==> config.mk <==
export PLATFORM = sky130hd
export DESIGN_NAME = uart_tx_serializer
export DESIGN_NICKNAME = d
export VERILOG_FILES = /design/src/rtl/uart_pkg.sv /design/src/rtl/uart_baud_tick.sv /design/src/rtl/uart_tx_serializer.sv
export SDC_FILE = /design/constraint.sdc
export NUM_CORES = 1
export LEC_CHECK = 0
export CORE_MARGIN = 4
export CORE_UTILIZATION = 35
export CTS_CLUSTER_DIAMETER = 100
export DETAILED_ROUTE_END_ITERATION = 7
export REMOVE_ABC_BUFFERS = 1
export SYNTH_ARGS = -nofsm -noshare
export SYNTH_HDL_FRONTEND = slang
export SYNTH_SLANG_ARGS = --single-unit
==> constraint.sdc <==
create_clock -name PCLK -period 5.6 [get_ports PCLK]
set_clock_uncertainty 0.05 [all_clocks]
set_input_delay 0.84 -clock PCLK [delete_from_list [all_inputs] [get_ports PCLK]]
set_output_delay 0.84 -clock PCLK [all_outputs]
set_load 0.05 [all_outputs]
==> src/rtl/uart_pkg.sv <==
// Shared UART definitions: TX/RX state encoding and frame constants.
package uart_pkg;

    localparam int   UART_DATA_BITS  = 8;
    localparam logic UART_IDLE_LEVEL = 1'b1;

    typedef enum logic [2:0] {
        IDLE,
        LOAD,
        START,
        DATA,
        PARITY,
        STOP
    } uart_tx_state_t;

endpackage

==> src/rtl/uart_baud_tick.sv <==
// Bit-period timer: baud_cnt runs 0..CLKS_PER_BIT-1 and bit_tick marks the last cycle of each bit.
// Shared by the TX serializer and the RX deserializer.
module uart_baud_tick #(
    parameter int CLKS_PER_BIT = 868
) (
    input  logic PCLK,
    input  logic PRESETn,
    input  logic clr,
    output logic bit_tick
);

    localparam int CW = (CLKS_PER_BIT > 1) ? $clog2(CLKS_PER_BIT) : 1;
    localparam logic [CW-1:0] LAST = CW'(CLKS_PER_BIT - 1);

    logic [CW-1:0] baud_cnt;

    // clr holds the counter at zero so the first bit after it is a full period
    always_ff @(posedge PCLK or posedge PRESETn) begin
        if (PRESETn)
            baud_cnt <= '0;
        else if (clr || bit_tick)
            baud_cnt <= '0;
        else
            baud_cnt <= baud_cnt + 1'b1;
    end

    assign bit_tick = (baud_cnt == LAST);

endmodule

==> src/rtl/uart_tx_serializer.sv <==
// Pops bytes from the TX FIFO and sends them as start/8 data/[parity]/stop frames on tx.
// Build option: define UART_TX_PARITY_EN to insert the parity bit (PARITY_ODD selects odd/even).
module uart_tx_serializer
    import uart_pkg::*;
#(
    parameter int CLKS_PER_BIT = 868,
    parameter int STOP_BITS    = 1,
    parameter int PARITY_ODD   = 0
) (
    input  logic       PCLK,
    input  logic       PRESETn,
    input  logic [7:0] fifo_dataOut,
    input  logic       fifo_Empty,
    output logic       fifo_readEn,
    output logic       tx,
    output logic       tx_busy
);

    if (CLKS_PER_BIT < 2 || (STOP_BITS != 1 && STOP_BITS != 2) ||
        (PARITY_ODD != 0 && PARITY_ODD != 1)) begin : g_bad_params
        $error("uart_tx_serializer: illegal parameter value");
    end

    localparam logic [2:0] LAST_BIT  = 3'(UART_DATA_BITS - 1);
    localparam logic       STOP_LAST = (STOP_BITS == 2);
`ifdef UART_TX_PARITY_EN
    localparam logic       PAR_ODD   = (PARITY_ODD != 0);
`endif

    uart_tx_state_t state, next_state;
    logic           bit_tick;
    logic [7:0]     shift_reg;
    logic [2:0]     bit_cnt;
    logic [2:0]     data_idx;
    logic           stop_cnt;
    logic           tx_next;

    uart_baud_tick #(
        .CLKS_PER_BIT(CLKS_PER_BIT)
    ) u_baud (
        .PCLK    (PCLK),
        .PRESETn (PRESETn),
        .clr     ((state == IDLE) || (state == LOAD)),
        .bit_tick(bit_tick)
    );

    always_ff @(posedge PCLK or posedge PRESETn) begin
        if (PRESETn)
            state <= IDLE;
        else
            state <= next_state;
    end

    always_comb begin
        next_state = state;
        case (state)
            IDLE:    if (!fifo_Empty) next_state = LOAD;
            LOAD:    next_state = START;
            START:   if (bit_tick) next_state = DATA;
            DATA: begin
                if (bit_tick && bit_cnt == LAST_BIT) begin
`ifdef UART_TX_PARITY_EN
                    next_state = PARITY;
`else
                    next_state = STOP;
`endif
                end
            end
`ifdef UART_TX_PARITY_EN
            PARITY:  if (bit_tick) next_state = STOP;
`endif
            STOP:    if (bit_tick && stop_cnt == STOP_LAST) next_state = IDLE;
            default: next_state = IDLE;
        endcase
    end

    // The byte is kept whole (indexed, not shifted) so parity can be taken over all of it
    always_ff @(posedge PCLK or posedge PRESETn) begin
        if (PRESETn) begin
            shift_reg <= '0;
            bit_cnt   <= '0;
            stop_cnt  <= 1'b0;
            tx        <= UART_IDLE_LEVEL;
        end else begin
            tx <= tx_next;
            if (state == LOAD) begin
                shift_reg <= fifo_dataOut;
                bit_cnt   <= '0;
                stop_cnt  <= 1'b0;
            end else if (bit_tick) begin
                if (state == DATA) bit_cnt  <= bit_cnt + 3'd1;
                if (state == STOP) stop_cnt <= ~stop_cnt;
            end
        end
    end

    // tx_next is the level for the coming state, so the tx flop lines up with state
    always_comb begin
        fifo_readEn = (state == IDLE) && !fifo_Empty && !PRESETn;
        tx_busy     = (state != IDLE);
        data_idx    = (state == DATA && bit_tick) ? bit_cnt + 3'd1 : bit_cnt;
        case (next_state)
            START:   tx_next = 1'b0;
            DATA:    tx_next = shift_reg[data_idx];
`ifdef UART_TX_PARITY_EN
            PARITY:  tx_next = (^shift_reg) ^ PAR_ODD;
`endif
            default: tx_next = UART_IDLE_LEVEL;
        endcase
    end

endmodule

Fig. 1: run 1, floorplan with the power grid
The bar under the picture is 20 um long. Pins as bars on the die edge. Tap cells in grey.
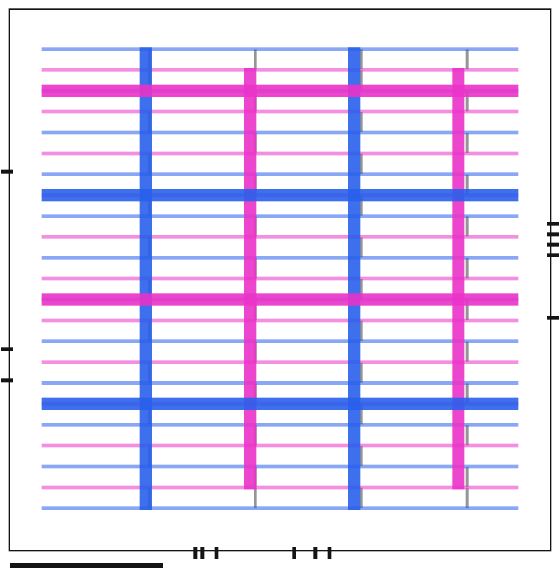
| colour | net |
|---|---|
| blue | VSS |
| magenta | VDD |
met5 straps: 4
met1 rails: 23
met4 straps: 4
signal pins: 14
Die Ht: 70.4 um
Die Wd: 70.4 um
Max VDD drop: 0.0972 mV
CORE AREA: 0.00372 mm^2

Fig. 2: run 1, placed cells, one colour a class
Fill, decap, tap and diode cells in grey.
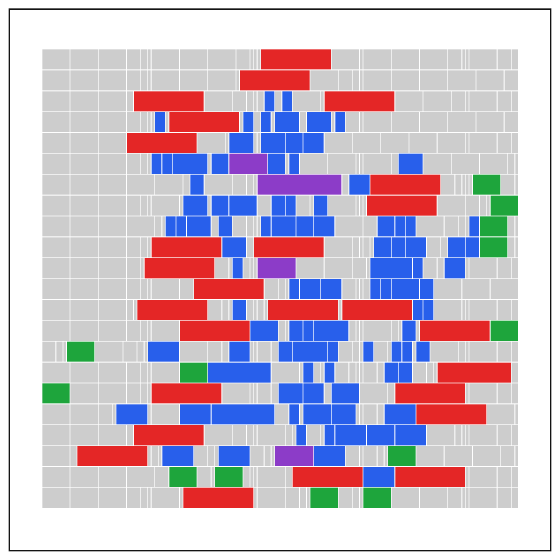
| colour | class | cells | share of their area |
|---|---|---|---|
| blue | all other logic | 97 | 44% |
| red | flip-flops | 26 | 43% |
| green | other buffers and delay cells | 13 | 8.5% |
| purple | clock drivers and dummy loads | 4 | 4.7% |
Seq/total area: 0.410
final instance area: 0.00159 mm^2
Rows: 22

Fig. 3: run 1, I/O nets highlighted
The bar under the picture is 20 um long.
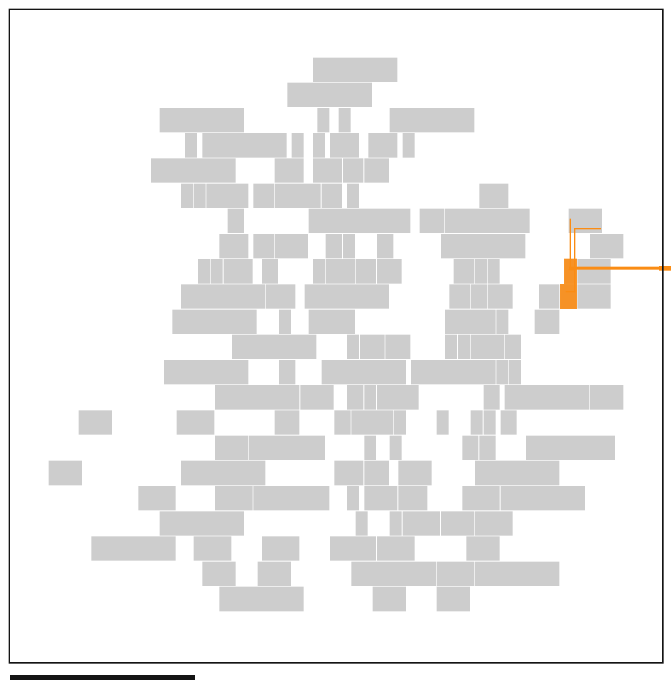
| colour | port | bits | direction | edge | end cells | buffers | wire |
|---|---|---|---|---|---|---|---|
| orange | `PRESETn` | 1 | input | right | 2 | 1 | 25.8 um |
count of input and output buffers: 13
IO Pins: 14

==> flow_metrics.env, run 1 <==
# flow metrics
export IMPL_track_usage=0.114
export IMPL_cp_arrival_ns=2.28
export IMPL_power_leader="sequential cells"
export IMPL_synthXorXnorAreaFrac=0.0515
export IMPL_taps=48
export IMPL_whs_ns=0.439
export IMPL_rr_worst_depth=6
export IMPL_grt_antenna_before_repair=0
export IMPL_nFillCells=376
export IMPL_ys_sh_adder=0.0276
export IMPL_cts_max_path_buffers=2
export IMPL_yosysWarnings=0
export IMPL_yosys_top_cells_count="dfrtp_1 (25), nor2_1 (15), nand2_1 (11)"
export IMPL_placed_area_mm2=0.00152
export IMPL_ff_latch_area_um2=652
export IMPL_p_int_mw=0.297
export IMPL_fin_crit_sh=0.567
export IMPL_logic_area_um2=652
export IMPL_syn_area_mm2=0.00136
export IMPL_signal_buffers=13
export IMPL_drc_errors=0
export IMPL_yosys_cells=129
export IMPL_drive_gt1_frac=0.129
export IMPL_wl_met3_um=91
export IMPL_final_core_util=0.428
export IMPL_slew_viol_final=0
export IMPL_cp_buffers_inverters=2
export IMPL_clk_latency_ns=0.28
export IMPL_report_power_total_mw=0.367
export IMPL_overflow=0
export IMPL_cts_sinks=26
export IMPL_ys_flops=26
export IMPL_finalWorstSetupSlack_ns=2.43
export IMPL_vias_per_cell=5.27
export IMPL_final_common_cell="dfrtp_1"
export IMPL_slew_headroom=0.355
export IMPL_post_cts_setup_buffer_count=0
export IMPL_p_leak_nw=0.681
export IMPL_dp_cells=184
export IMPL_rsz0062_at_grt="no"
export IMPL_ff_count=26
export IMPL_hold_path_class="reg -> reg"
export IMPL_path_delay_family="buffers and inverters"
export IMPL_drv_cap=0
export IMPL_switching_share=0.192
export IMPL_cts_tree="yes"
export IMPL_syn2layout_area_growth_pct=16.9
export IMPL_critPathKind="in -> out"
export IMPL_slowest_delay_ns=0.83
export IMPL_mux_share=0.130
export IMPL_synthArstFlopShare=1.00
export IMPL_met1_usage=0.144
export IMPL_comb_power_share=0.044
export IMPL_clk_power_mw=0.158
export IMPL_reg2reg_slack_ns=3.08
export IMPL_place_ws_ns=2.43
export IMPL_gp_congestion=0.722
export IMPL_synth_distinct_cells=38
export IMPL_n_all_inverters=7
export IMPL_wl_met2_um=1230
export IMPL_pg_seq_mw=0.193
export IMPL_wl_met1_um=1190
export IMPL_hpwlAfterDp_um=1910
export IMPL_fin_cells=188
export IMPL_logic_gates=90
export IMPL_grt_pass1_vias=1010
export IMPL_r2r_end="tx"
export IMPL_comb_area_share=0.410
export IMPL_die_area_mm2=0.00495
export IMPL_status="finished clean"
export IMPL_fmax_mhz=315
export IMPL_switchingPower_mw=0.0703
export IMPL_endpoint="fifo_readEn"
export IMPL_root_buffer="clkbuf_8"
export IMPL_powerComb_mw=0.0161
export IMPL_setup_viol_count_final=0
export IMPL_hold_viol=0
export IMPL_nClkBuffers=3
export IMPL_grt_first_pass_wirelength_um=4550
export IMPL_ys_area_mm2=0.00136
export IMPL_gr_usage_met2=0.186
export IMPL_tool_warnings=25
export IMPL_drtPass1Iterations=4
export IMPL_hold_buffers=0
export IMPL_cts_resized=0
export IMPL_yosys_top_cells_area="dfrtp_1 (46%), mux2_2 (7.4%), nor2_1 (4.1%)"
export IMPL_synth_area_leader_cell="dfrtp_1"
export IMPL_min_delay_start="u_baud.baud_cnt[0]"
export IMPL_synth_simple_area_share=0.175
export IMPL_antennaDiodeCount=0
export IMPL_cp_end_kind="primary output"
export IMPL_avgRoutedWirePerCell_um=13.6
export IMPL_crit_cells=3
export IMPL_numCtsBuffers=3
export IMPL_final_cell_mix="dfrtp_1 (25), nor2_1 (15), clkdlybuf4s50_1 (13)"
export IMPL_grt_use_met3=0.0230
export IMPL_cp_slowest_cell="clkdlybuf4s50_1"
export IMPL_nets=155
export IMPL_start_kind="input pin"
export IMPL_crit_fanout=2
export IMPL_initCoreUtil=0.366
export IMPL_drt_initial_drc_count=40
export IMPL_period_minus_slack_ns=3.17
export IMPL_largest_reg_flops=10
export IMPL_antenna_left=0
export IMPL_grt_busiest_layer="met2"
export IMPL_clk_pin_slew_worst_paths_ns=0.09
export IMPL_buf_share=0.0818
export IMPL_htreeDepth=1
export IMPL_routed_wl_um=2550
export IMPL_pwr_share_seq=0.525
export IMPL_edf_count=0
export IMPL_clockPowerShare=0.431
export IMPL_syn_inst=129
export IMPL_synthFlopType="dfrtp_1"
export IMPL_required_ns=4.71
export IMPL_clockNetworkAreaShare=0.0448
export IMPL_postSynthSeqShare=0.479
export IMPL_dominant_cells="flip-flops and latches"
## Run 2: what changed since run 1
==> constraint.sdc (replaced) <==
create_clock -name PCLK -period 3 [get_ports PCLK]
set_clock_uncertainty 0.05 [all_clocks]
set_input_delay 0.45 -clock PCLK [delete_from_list [all_inputs] [get_ports PCLK]]
set_output_delay 0.45 -clock PCLK [all_outputs]
set_load 0.05 [all_outputs]
Fig. 4: run 2, wiring heat map
14 x 14 tiles, from dark blue (low) to red (high), scaled to the fullest tile. Values are wire area over tile area, all layers added.
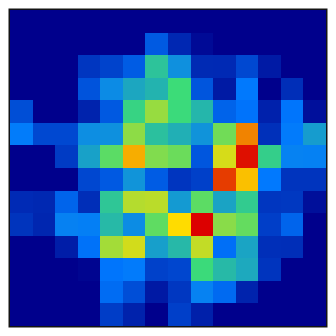
mean over tiles: 0.078
densest ninth of the die: centre
emptiest ninth of the die: upper left
nearly empty tiles: 35%
fullest tile: 0.40
WL per Instance: 13.2 um
Routed WL: 2490 um
detailed-route via count: 963
GR Util All Layers: 0.115

Fig. 5: run 2, placed cells, one colour a class
Fill, decap, tap and diode cells in grey.
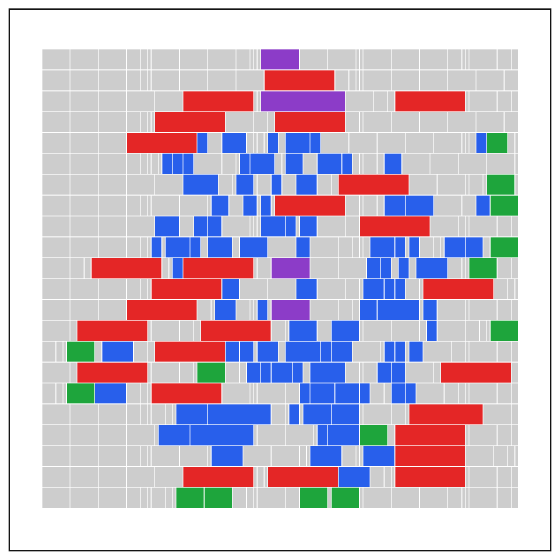
| colour | class | cells | share of their area |
|---|---|---|---|
| blue | all other logic | 97 | 44% |
| red | flip-flops | 26 | 42% |
| purple | clock drivers and dummy loads | 4 | 4.6% |
| green | other buffers and delay cells | 14 | 8.9% |

Fig. 6: run 2, floorplan with the power grid
The bar under the picture is 20 um long. Pins as bars on the die edge. Tap cells in grey.
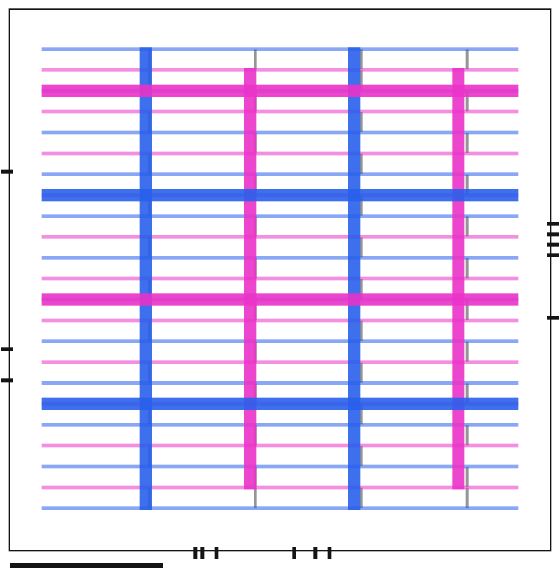
| colour | net |
|---|---|
| magenta | VDD |
| blue | VSS |
rows: 22
met5 straps: 4
met4 straps: 4
tap cells: 48
Max VDD drop: 0.170 mV

==> run 2 against run 1 <==
Total power rose by 85%. Combinational power rose by 95%. Routed wire length fell by 2.6%. First-iteration DRC count rose by 120%. Cell area rose by 0.47%. Cell count rose by 0.53%. Core utilization rose by 0.20 points. Register-to-register slack got worse by 2.6 ns. Worst setup slack got worse by 2.1 ns. Critical endpoint unchanged.
==> flow_metrics.env, run 2 <==
# flow metrics
export IMPL_synthArstFlopShare=1.00
export IMPL_die_y_um=70.4
export IMPL_required_ns=2.50
export IMPL_antenna_left=0
export IMPL_nClkBuffers=3
export IMPL_min_delay_start="u_baud.baud_cnt[0]"
export IMPL_drv_cap=0
export IMPL_gp_congestion=0.848
export IMPL_clockPowerShare=0.424
export IMPL_path_delay_family="buffers and inverters"
export IMPL_slowest_delay_ns=0.82
export IMPL_syn_area_mm2=0.00136
export IMPL_logic_gates=90
export IMPL_root_buffer="clkbuf_8"
export IMPL_start_kind="flip-flop"
export IMPL_status="finished clean"
export IMPL_tool_warnings=25
export IMPL_wl_met2_um=1140
export IMPL_clk_power_mw=0.288
export IMPL_dp_cells=185
export IMPL_grt_first_pass_wirelength_um=4530
export IMPL_cp_arrival_ns=2.14
export IMPL_nFillCells=357
export IMPL_signal_buffers=14
export IMPL_comb_area_share=0.408
export IMPL_cts_max_path_buffers=2
export IMPL_drive_gt1_frac=0.135
export IMPL_htreeDepth=1
export IMPL_die_area_mm2=0.00495
export IMPL_placed_area_mm2=0.00153
export IMPL_n_all_inverters=7
export IMPL_yosys_cells=129
export IMPL_rsz0062_at_grt="no"
export IMPL_ys_area_mm2=0.00136
export IMPL_drc_errors=0
export IMPL_ff_count=26
export IMPL_antennaDiodeCount=0
export IMPL_postSynthSeqShare=0.479
export IMPL_fin_cells=189
export IMPL_post_cts_setup_buffer_count=0
export IMPL_synth_simple_area_share=0.175
export IMPL_critPathKind="reg -> out"
export IMPL_switchingPower_mw=0.125
export IMPL_endpoint="fifo_readEn"
export IMPL_logic_area_um2=652
export IMPL_edf_count=0
export IMPL_final_area_mm2=0.00160
export IMPL_setup_viol_count_final=0
export IMPL_report_power_total_mw=0.679
export IMPL_synth_distinct_cells=38
export IMPL_core_area_mm2=0.00372
export IMPL_place_ws_ns=0.517
export IMPL_slew_viol_final=0
export IMPL_grt_busiest_layer="met2"
export IMPL_taps=48
export IMPL_overflow=0
export IMPL_p_leak_nw=0.686
export IMPL_r2r_end="tx"
export IMPL_sh_seq_area=0.408
export IMPL_wl_met1_um=1220
export IMPL_cts_resized=0
export IMPL_syn2layout_area_growth_pct=17.5
export IMPL_grt_use_met3=0.0230
export IMPL_clockNetworkAreaShare=0.0446
export IMPL_io_buffers=13
export IMPL_die_w_um=70.4
export IMPL_drtPass1Iterations=4
export IMPL_fin_crit_sh=0.879
export IMPL_comb_power_share=0.046
export IMPL_slew_headroom=0.537
export IMPL_hold_buffers=0
export IMPL_ys_sh_adder=0.0276
export IMPL_drt_initial_drc_count=87
export IMPL_clk_latency_ns=0.27
export IMPL_yosysWarnings=0
export IMPL_final_cell_mix="dfrtp_1 (25), nor2_1 (15), clkdlybuf4s50_1 (13)"
export IMPL_gr_usage_met2=0.174
export IMPL_cp_slowest_cell="clkdlybuf4s50_1"
export IMPL_yosys_top_cells_count="dfrtp_1 (25), nor2_1 (15), nand2_1 (11)"
export IMPL_yosys_top_cells_area="dfrtp_1 (46%), mux2_2 (7.4%), nor2_1 (4.1%)"
export IMPL_crit_cells=3
export IMPL_fmax_mhz=379
export IMPL_whs_ns=0.432
export IMPL_hold_viol=0
export IMPL_cts_tree="yes"
export IMPL_final_core_util=0.430
export IMPL_cts_sinks=26
export IMPL_cp_end_kind="primary output"
export IMPL_rows=22
export IMPL_power_leader="sequential cells"
export IMPL_finalWorstSetupSlack_ns=0.363
export IMPL_final_common_cell="dfrtp_1"
export IMPL_crit_fanout=10
export IMPL_clk_pin_slew_worst_paths_ns=0.09
export IMPL_hold_path_class="reg -> reg"
export IMPL_dominant_cells="flip-flops and latches"
export IMPL_grt_pass1_vias=983
export IMPL_switching_share=0.184
export IMPL_p_int_mw=0.554
export IMPL_nets=156
export IMPL_wl_met3_um=100
Power is estimated from default activity; no workload was simulated.
